## src/rtl/response_system_pkg.sv

```systemverilog
// -----------------------------------------------------------------------------
// response_system_pkg
// Shared constants and helpers for the service-hall ticket calling system.
//   NUM_DESKS        : number of service desks (A..E)
//   TICKET_W         : width of a ticket number (tickets 1..63, 0 = none)
//   WAIT_W           : width of the waiting-ticket counter
//   DESK_NONE..DESK_E: encodings driven on counter_call
//   ticket_inc()     : next ticket number, wrapping 63 -> 1 (0 never issued)
// -----------------------------------------------------------------------------
package response_system_pkg;

    localparam int NUM_DESKS = 5;
    localparam int TICKET_W  = 6;
    localparam int WAIT_W    = 4;

    typedef logic [2:0] desk_idx_t;

    localparam desk_idx_t DESK_NONE = 3'd0;
    localparam desk_idx_t DESK_A    = 3'd1;
    localparam desk_idx_t DESK_B    = 3'd2;
    localparam desk_idx_t DESK_C    = 3'd3;
    localparam desk_idx_t DESK_D    = 3'd4;
    localparam desk_idx_t DESK_E    = 3'd5;

    // Ticket 0 means "none", so the all-ones value wraps back to 1.
    function automatic logic [TICKET_W-1:0] ticket_inc(input logic [TICKET_W-1:0] t);
        if (t == {TICKET_W{1'b1}}) begin
            return {{(TICKET_W-1){1'b0}}, 1'b1};
        end
        return t + 1'b1;
    endfunction

endpackage : response_system_pkg

```

## src/rtl/service_desk.sv

```systemverilog
// -----------------------------------------------------------------------------
// service_desk
// One service desk: when started it latches the ticket it is serving and stays
// busy for SERVICE_CYCLES clock cycles, then returns to idle while still
// showing the last ticket served.
// Ports:
//   clk           in  system clock, rising edge
//   rst           in  asynchronous active-low reset
//   start         in  one-cycle dispatch strobe (only asserted while idle)
//   ticket        in  ticket number captured on start
//   busy          out 1 = serving a ticket
//   serviceNumber out ticket currently or last served (0 = never used)
// -----------------------------------------------------------------------------
module service_desk
    import response_system_pkg::*;
#(
    parameter int SERVICE_CYCLES = 12
) (
    input  logic                clk,
    input  logic                rst,
    input  logic                start,
    input  logic [TICKET_W-1:0] ticket,
    output logic                busy,
    output logic [TICKET_W-1:0] serviceNumber
);

    localparam int TIMER_W = $clog2(SERVICE_CYCLES + 1);

    logic [TIMER_W-1:0]  timer_q, timer_d;
    logic                busy_q, busy_d;
    logic [TICKET_W-1:0] num_q, num_d;

    always_comb begin
        timer_d = timer_q;
        busy_d  = busy_q;
        num_d   = num_q;
        if (start) begin
            timer_d = TIMER_W'(SERVICE_CYCLES);
            busy_d  = 1'b1;
            num_d   = ticket;
        end else if (busy_q) begin
            timer_d = timer_q - 1'b1;
            // Busy drops on the same edge the timer reaches zero.
            if (timer_q == TIMER_W'(1)) begin
                busy_d = 1'b0;
            end
        end
    end

    always_ff @(posedge clk or negedge rst) begin
        if (!rst) begin
            timer_q <= '0;
            busy_q  <= 1'b0;
            num_q   <= '0;
        end else begin
            timer_q <= timer_d;
            busy_q  <= busy_d;
            num_q   <= num_d;
        end
    end

    assign busy          = busy_q;
    assign serviceNumber = num_q;

endmodule : service_desk

```

## src/rtl/response_system_top.sv

```systemverilog
// -----------------------------------------------------------------------------
// response_system_top
// Queue-ticket calling system for five service desks A..E. A rising edge on
// the sampled button issues the next ticket; waiting tickets are handed, in
// issue order, to idle desks, at most one per cycle.
//
// Optional build macro RESPONSE_SYS_ROUND_ROBIN_EN:
//   defined   -> idle-desk search is round-robin, starting after the last desk
//                called (pointer resets to E so the first call goes to A)
//   undefined -> fixed priority A > B > C > D > E
//
// Ports:
//   clk                 in  system clock, rising edge
//   rst                 in  asynchronous active-low reset
//   button              in  ticket request, sampled on clk
//   current_number      out issued, not-yet-dispatched tickets
//   counterA..counterE  out desk busy flags
//   number_service      out last ticket issued (0 = none yet)
//   counter_call        out desk called this cycle, 1..5 = A..E, 0 = none
//   A..E_serviceNumber  out ticket currently or last served at each desk
// -----------------------------------------------------------------------------
module response_system_top
    import response_system_pkg::*;
#(
    parameter int SERVICE_CYCLES = 12,
    parameter int MAX_WAIT       = 15
) (
    input  logic                clk,
    input  logic                rst,
    input  logic                button,
    output logic [WAIT_W-1:0]   current_number,
    output logic                counterA,
    output logic                counterB,
    output logic                counterC,
    output logic                counterD,
    output logic                counterE,
    output logic [TICKET_W-1:0] number_service,
    output logic [2:0]          counter_call,
    output logic [TICKET_W-1:0] A_serviceNumber,
    output logic [TICKET_W-1:0] B_serviceNumber,
    output logic [TICKET_W-1:0] C_serviceNumber,
    output logic [TICKET_W-1:0] D_serviceNumber,
    output logic [TICKET_W-1:0] E_serviceNumber
);

    // ---------------- registers ----------------
    logic                btn_q;
    logic [TICKET_W-1:0] issue_ptr_q, issue_ptr_d;
    logic [TICKET_W-1:0] serve_ptr_q, serve_ptr_d;
    logic [WAIT_W-1:0]   cur_q, cur_d;
    logic [TICKET_W-1:0] ns_q, ns_d;
    desk_idx_t           call_q, call_d;

    // ---------------- desk interface ----------------
    logic [NUM_DESKS-1:0] desk_busy;
    logic [NUM_DESKS-1:0] desk_start;
    logic [TICKET_W-1:0]  desk_num [NUM_DESKS];

    // ---------------- arbiter ----------------
    logic       grant_valid;
    logic [2:0] grant_idx;   // 0-based desk index (0 = A)
    logic       press;
    logic       accept;
    logic       fire;

    assign press  = button & ~btn_q;
    assign accept = press && (cur_q < WAIT_W'(MAX_WAIT));

`ifdef RESPONSE_SYS_ROUND_ROBIN_EN
    logic [2:0] last_q, last_d;
    logic [2:0] rr_cand;

    always_comb begin
        grant_valid = 1'b0;
        grant_idx   = '0;
        rr_cand     = '0;
        // Walk the desks starting one past the last desk called.
        for (int k = 1; k <= NUM_DESKS; k++) begin
            rr_cand = 3'((int'(last_q) + k) % NUM_DESKS);
            if (!grant_valid && !desk_busy[rr_cand]) begin
                grant_valid = 1'b1;
                grant_idx   = rr_cand;
            end
        end
    end

    always_comb begin
        last_d = last_q;
        if (fire) begin
            last_d = grant_idx;
        end
    end

    always_ff @(posedge clk or negedge rst) begin
        if (!rst) begin
            last_q <= 3'(NUM_DESKS - 1);
        end else begin
            last_q <= last_d;
        end
    end
`else
    always_comb begin
        grant_valid = 1'b0;
        grant_idx   = '0;
        // Scan from E down to A so the lowest-letter idle desk wins.
        for (int k = NUM_DESKS - 1; k >= 0; k--) begin
            if (!desk_busy[k]) begin
                grant_valid = 1'b1;
                grant_idx   = 3'(k);
            end
        end
    end
`endif

    assign fire       = grant_valid && (cur_q != '0);
    assign desk_start = fire ? (NUM_DESKS'(1) << grant_idx) : '0;

    // ---------------- next state ----------------
    always_comb begin
        issue_ptr_d = issue_ptr_q;
        serve_ptr_d = serve_ptr_q;
        cur_d       = cur_q;
        ns_d        = ns_q;
        call_d      = DESK_NONE;

        if (accept) begin
            ns_d        = issue_ptr_q;
            issue_ptr_d = ticket_inc(issue_ptr_q);
        end

        if (fire) begin
            serve_ptr_d = ticket_inc(serve_ptr_q);
            call_d      = grant_idx + 3'd1;
        end

        // A press and a dispatch on the same edge cancel in the count.
        case ({accept, fire})
            2'b10:   cur_d = cur_q + WAIT_W'(1);
            2'b01:   cur_d = cur_q - WAIT_W'(1);
            default: cur_d = cur_q;
        endcase
    end

    always_ff @(posedge clk or negedge rst) begin
        if (!rst) begin
            btn_q       <= 1'b0;
            issue_ptr_q <= TICKET_W'(1);
            serve_ptr_q <= TICKET_W'(1);
            cur_q       <= '0;
            ns_q        <= '0;
            call_q      <= DESK_NONE;
        end else begin
            btn_q       <= button;
            issue_ptr_q <= issue_ptr_d;
            serve_ptr_q <= serve_ptr_d;
            cur_q       <= cur_d;
            ns_q        <= ns_d;
            call_q      <= call_d;
        end
    end

    // ---------------- desks ----------------
    for (genvar g = 0; g < NUM_DESKS; g++) begin : g_desk
        service_desk #(
            .SERVICE_CYCLES (SERVICE_CYCLES)
        ) u_desk (
            .clk           (clk),
            .rst           (rst),
            .start         (desk_start[g]),
            .ticket        (serve_ptr_q),
            .busy          (desk_busy[g]),
            .serviceNumber (desk_num[g])
        );
    end

    // ---------------- outputs ----------------
    assign current_number  = cur_q;
    assign number_service  = ns_q;
    assign counter_call    = call_q;
    assign counterA        = desk_busy[0];
    assign counterB        = desk_busy[1];
    assign counterC        = desk_busy[2];
    assign counterD        = desk_busy[3];
    assign counterE        = desk_busy[4];
    assign A_serviceNumber = desk_num[0];
    assign B_serviceNumber = desk_num[1];
    assign C_serviceNumber = desk_num[2];
    assign D_serviceNumber = desk_num[3];
    assign E_serviceNumber = desk_num[4];

endmodule : response_system_top

```

## config.mk

```make
export PLATFORM = sky130hd
export DESIGN_NAME = response_system_top
export DESIGN_NICKNAME = d
export VERILOG_FILES = /design/src/rtl/response_system_pkg.sv /design/src/rtl/service_desk.sv /design/src/rtl/response_system_top.sv
export SDC_FILE = /design/constraint.sdc
export NUM_CORES = 1
export LEC_CHECK = 0
export CAP_MARGIN = 20
export CORE_MARGIN = 2
export CORE_UTILIZATION = 49
export CTS_CLUSTER_SIZE = 30
export DETAILED_ROUTE_END_ITERATION = 7
export PLACE_DENSITY = 0.81
export SLEW_MARGIN = 30
export SYNTH_ARGS = -nofsm -noshare
export SYNTH_HDL_FRONTEND = slang
export SYNTH_SLANG_ARGS = --single-unit
```

## constraint.sdc

```tcl
create_clock -name clk -period 2.47 [get_ports clk]
set_input_delay 0.494 -clock clk [delete_from_list [all_inputs] [get_ports clk]]
set_output_delay 0.494 -clock clk [all_outputs]
set_load 0.005 [all_outputs]
```

**Placement by cell class**

The bar under the picture is 20 um long.
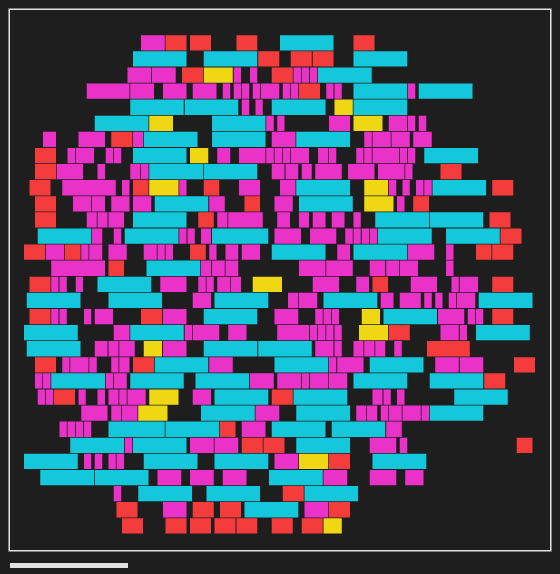
class	colour	cells	share of their area
flops	cyan	81	45%
clock drivers and dummy loads	yellow	16	4.2%
other buffers and delay cells	red	62	13%
all other logic	magenta	246	37%

**Clock distribution**

The bar under the picture is 20 um long.
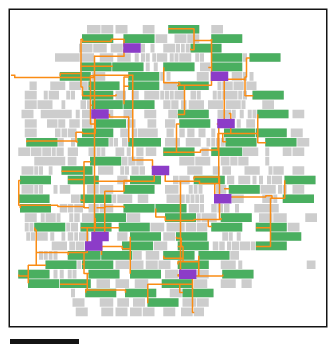
[cells driving clock nets] purple | count: 9
[flip-flops] green | count: 81
[clock wires] orange | length: 916 um
flops lie	all over the die
share of total power in the clock network: 13.7%
Skew-Pair Late Insertion Delay: 360 ps
power dissipated in the clock network: 0.938 mW
Post-Route Skew: 9.93 ps

==> out/README.md <==
| Stage | Parameter | Reported |
|---|---|---|
| setup path | Worst flop-to-flop path endpoint | current_number[3]$_DFFE_PN0P_ |
| floorplanning | Core outline area | 0.00729 sq mm |
| setup path | Crit path kind | reg -> reg |
| detailed routing | Drt initial violations | 160 |
| cells and area | Filler cell count in the final layout | 605 |
| cells and area | Multi-input combinational cell count | 225 |
| clock tree | TritonCTS buffer count | 9 |
| clock tree | Largest buffer count on any clock path | 2 |
| cells and area | Reg area | 0.00203 sq mm |
| logic synthesis | XOR Share, Synth | 4.70% |
| floorplanning | Initial standard-cell utilization of the core | 51.1% |
| clock tree | # clock sinks | 81 |
| global route | Met2 Use GR | 32.3% |
| logic synthesis | Nets at Floorplan | 363 |
| sta | Pin slew with the least headroom to its limit | 636 ps |
| sta | Highest clock rate | 429 MHz |
| cells and area | Number of logic inverters in the finished layout | 21 |
| power | Net switching power figure | 2.69 mW |
| setup path | Kind of start point of the critical path | flip-flop |
| cells and area | Biggest cell category by area in the final layout | registers |
| cells and area | Final-layout clock-cell area share | 4.13% |
| cells and area | Proportion of cell area occupied by registers | 44.0% |
| power | Post-layout power | 6.87 mW |
| floorplanning | Standard-cell row count | 31 |
| cells and area | Layout clock buffer count | 9 |
| status | Status | completed |
| logic synthesis | Top non-seq family | simple AND/OR/NAND/NOR gates |
| logic synthesis | Top cells by area | sky130_fd_sc_hd__dfrtp_1 (53%), sky130_fd_sc_hd__nand2_1 (7.3%), sky130_fd_sc_hd__ha_1 (6.4%) |
| detailed routing | Met3 Wirelength | 281 um |
| cells and area | Post-route design area | 0.00461 sq mm |
| setup path | Combined buffer and inverter count along the critical path | 2 |
| place | HPWL Detailed | 5290 um |
| detailed routing | Routed metal-1 wirelength | 3240 um |
| sta | Setup TNS | 0 ps |
| detailed routing | Count of unresolved DRC violations after routing | 0 |
| power | Total power divided by cell area | 1490 mW/mm^2 |
| logic synthesis | Simple-gate portion of the synthesized area | 16.8% |
| power | Largest power group | combinational logic |
| job | Tool warnings | 33 |
| global route | Met1 track utilization from global routing | 23.6% |
| global route | Largest net degree at the start of global routing | 50 |
| place | # port buffers | 50 |
| sta | Final-report hold violation count | 0 |
| place | Worst slack, placed | 87.3 ps |
| cells and area | Fraction of area in multi-input gates | 34.4% |
| worst hold path | Classification of the worst-slack hold path | in -> async |
| floorplanning | Die Footprint | 0.00832 sq mm |
| global route | Wire length of the first global-routing pass | 12400 um |
| power | Pint | 4.17 mW |
| detailed routing | First-pass iteration count of the detailed router | 6 |
| cells and area | Final Non-Filler Cells | 504 |
| global route | Leftover overflow at the end of global routing | 0 |
| sta | Worst slack on hold paths | 148 ps |
| setup path | Critical Path Max Stage Delay | 570 ps |
| cells and area | NumNets Final | 423 |
| global route | Overall routing resource usage | 19.0% |
| power | Sequential power | 2.54 mW |
| sta | Number of max-slew violations in the final report | 0 |
| cells and area | Proportion of final cell area spent on non-clock buffers | 13.0% |
| logic synthesis | Mux frac, synth | 7.79% |
| cells and area | Layout cells sized above 1 | 15.6% |
| power | Combinational Power Share | 49.3% |
| setup path | Worst-case register-to-register setup slack | 140 ps |
| setup path | Crit Reg-Reg Startpoint | current_number[0]$_DFFE_PN0P_ |
| job | Number of max-capacitance violations reported | 0 |
| setup path | Critical path, cell by cell | or4_1, o21ai_4, inv_4, ha_4, ha_4, inv_1, nor4_2, nand4b_1, o311ai_1 |
| detailed routing | Antenna Violating Nets Remaining | 0 |
| logic synthesis | Post-Synth AOI/OAI Area | 5.34% |
| detailed routing | Highest metal layer with signal wires | met4 |
| sta | Share of the cycle needed by the critical path after routing | 94.3% |
| logic synthesis | Combined area of all synthesized cells | 0.00373 sq mm |
| logic synthesis | Number of flops mapped to enable cells by yosys | 0 |
| logic synthesis | Synthesized registers | 81 |
| logic synthesis | Post-synth cell types | 50 |
| place | Final RePlAce weighted congestion | 0.856 |
| clock tree | Library cell used as clock root buffer | sky130_fd_sc_hd__clkbuf_8 |
| sta | Number of setup violations in the final report | 0 |
| logic synthesis | Post-synth top area cell | sky130_fd_sc_hd__dfrtp_1 |
| floorplanning | DIE HEIGHT | 91.2 um |
| cells and area | Leading cell types in the layout, fill and taps excluded | sky130_fd_sc_hd__dfrtp_1 (79), sky130_fd_sc_hd__nand2_1 (73), sky130_fd_sc_hd__clkdlybuf4s50_1 (49) |
| logic synthesis | Area share of the largest cell type after synthesis | 53.0% |
| power | Part of the total power dissipated in sequential elements | 37.0% |
| detailed routing | Post-DR vias/cell | 5.12 |
| logic synthesis | Most common reg cell | sky130_fd_sc_hd__dfrtp_1 |
| cells and area | Count of non-CTS buffers in the layout | 62 |
| logic synthesis | Number of cell instances after yosys synthesis | 340 |
| setup path | Slowest stage cell on the critical path | sky130_fd_sc_hd__or4_1 |
| detailed routing | Via Count | 2581 |
| clock tree | Number of setup buffers added after CTS | 0 |
| cells and area | Area of the multi-input gates | 0.00158 sq mm |
| clock tree | Cts hold-fix bufs | 0 |
| cells and area | Antenna cells | 0 |
| global route | GRT met3 Usage | 3.57% |
| floorplanning | # IOs | 51 |
| cells and area | Layout-stage area growth over the synthesis result | 23.6% |
| power | Leakage power | 2.12 nW |
| global route | Vias in the first global route | 2573 |
| setup path | Endpoint arrival time on the critical path | 2570 ps |
| place | Placed instance count | 488 |
| setup path | Largest delay contributor family on the critical path | simple AND/OR/NAND/NOR gates |
| detailed routing | Detailed route wirelength on metal2 | 3710 um |
| logic synthesis | Fraction of registers with async set/reset | 100% |
| sta | Worst relative slew slack | 57.6% |
| logic synthesis | Warning count from the yosys run | 0 |
| setup path | Launching element of the worst setup path | current_number[0]$_DFFE_PN0P_ |
| setup path | Crit path capture type | flip-flop |
| power | Worst vdd rail ir drop | 0.895 mV |
| logic synthesis | Adder Area Share | 6.91% |
| logic synthesis | Synthesized area per cell | 11.0 sq um |
| clock tree | Htree depth | 3 |
| place | Instance area after placement | 0.00441 sq mm |
| cells and area | Sequential cell count of the final layout | 81 |
| cells and area | Final core utilization | 63.2% |
| setup path | Endpoint required time on the critical path | 2710 ps |
| setup path | CP most frequent cell | sky130_fd_sc_hd__ha_4 |
| detailed routing | Aggregate routed wire length | 7360 um |
| detailed routing | Average wire per standard cell | 14.6 um |
| sta | Min Clock Period, post-route | 2330 ps |
| setup path | End of the critical path | current_number[3]$_DFFE_PN0P_ |
| power | Switching fraction of total power | 39.2% |
| sta | Post-route worst setup slack | 141 ps |
| clock tree | Clk pin slew, worst setup/hold paths | 90 ps |
| floorplanning | # Taps | 99 |
| logic synthesis | Yosys synthesis chip area | 0.00373 sq mm |
| setup path | Number of stages on the worst setup path | 9 |
| setup path | R2r worst-path depth | 9 |
| clock tree | CTS resizes | 0 |
| floorplanning | Die extent in x | 91.2 um |
| setup path | Worst-path fanout max | 8 |
| global route | Number of antenna violations at the first check in global routing | 0 |
| global route | Global routing's busiest layer | met2 |
| cells and area | Most frequently placed logic cell in the final layout | sky130_fd_sc_hd__dfrtp_1 |
| clock tree | CTS tree | yes |
| power | Power consumed by combinational cells | 3.39 mW |
| logic synthesis | Gate count of the mapped netlist | 340 |
| logic synthesis | Sequential cell area fraction in the yosys report | 54.4% |
-- flip-flops by register name, summed over array words and instances (netlist names) --
register                     cells
issue_ptr_q                      6
current_number                   4
counter_call                     3
g_desk.u_desk.timer_q           20
serve_ptr_q                      6
g_desk.u_desk.busy               5
number_service                   6
g_desk.u_desk.serviceNumber     30
btn_q                            1
-- cell usage after synthesis, drive strengths merged, types with 2 or more instances --
cell,count
nor2,17
nand2,75
nand4,4
nor3b,4
a21oi,5
nor2b,3
nand3,7
a22o,2
nor4b,3
clkbuf,5
mux2,24
xnor2,14
nand2b,3
dfstp,2
o21ai,13
nor4,3
xor2,6
ha,19
dfrtp,79
mux2i,2
and3,5
buf,8
inv,21
-- cell families after synthesis --
group,count (synthesis)
simple gates,130
flops,81
fa+ha+maj,20
compound gates,29
buf+inv,34
xor+xnor,20
mux,26
No activity file was given, so power comes from the tool's default toggle rates.
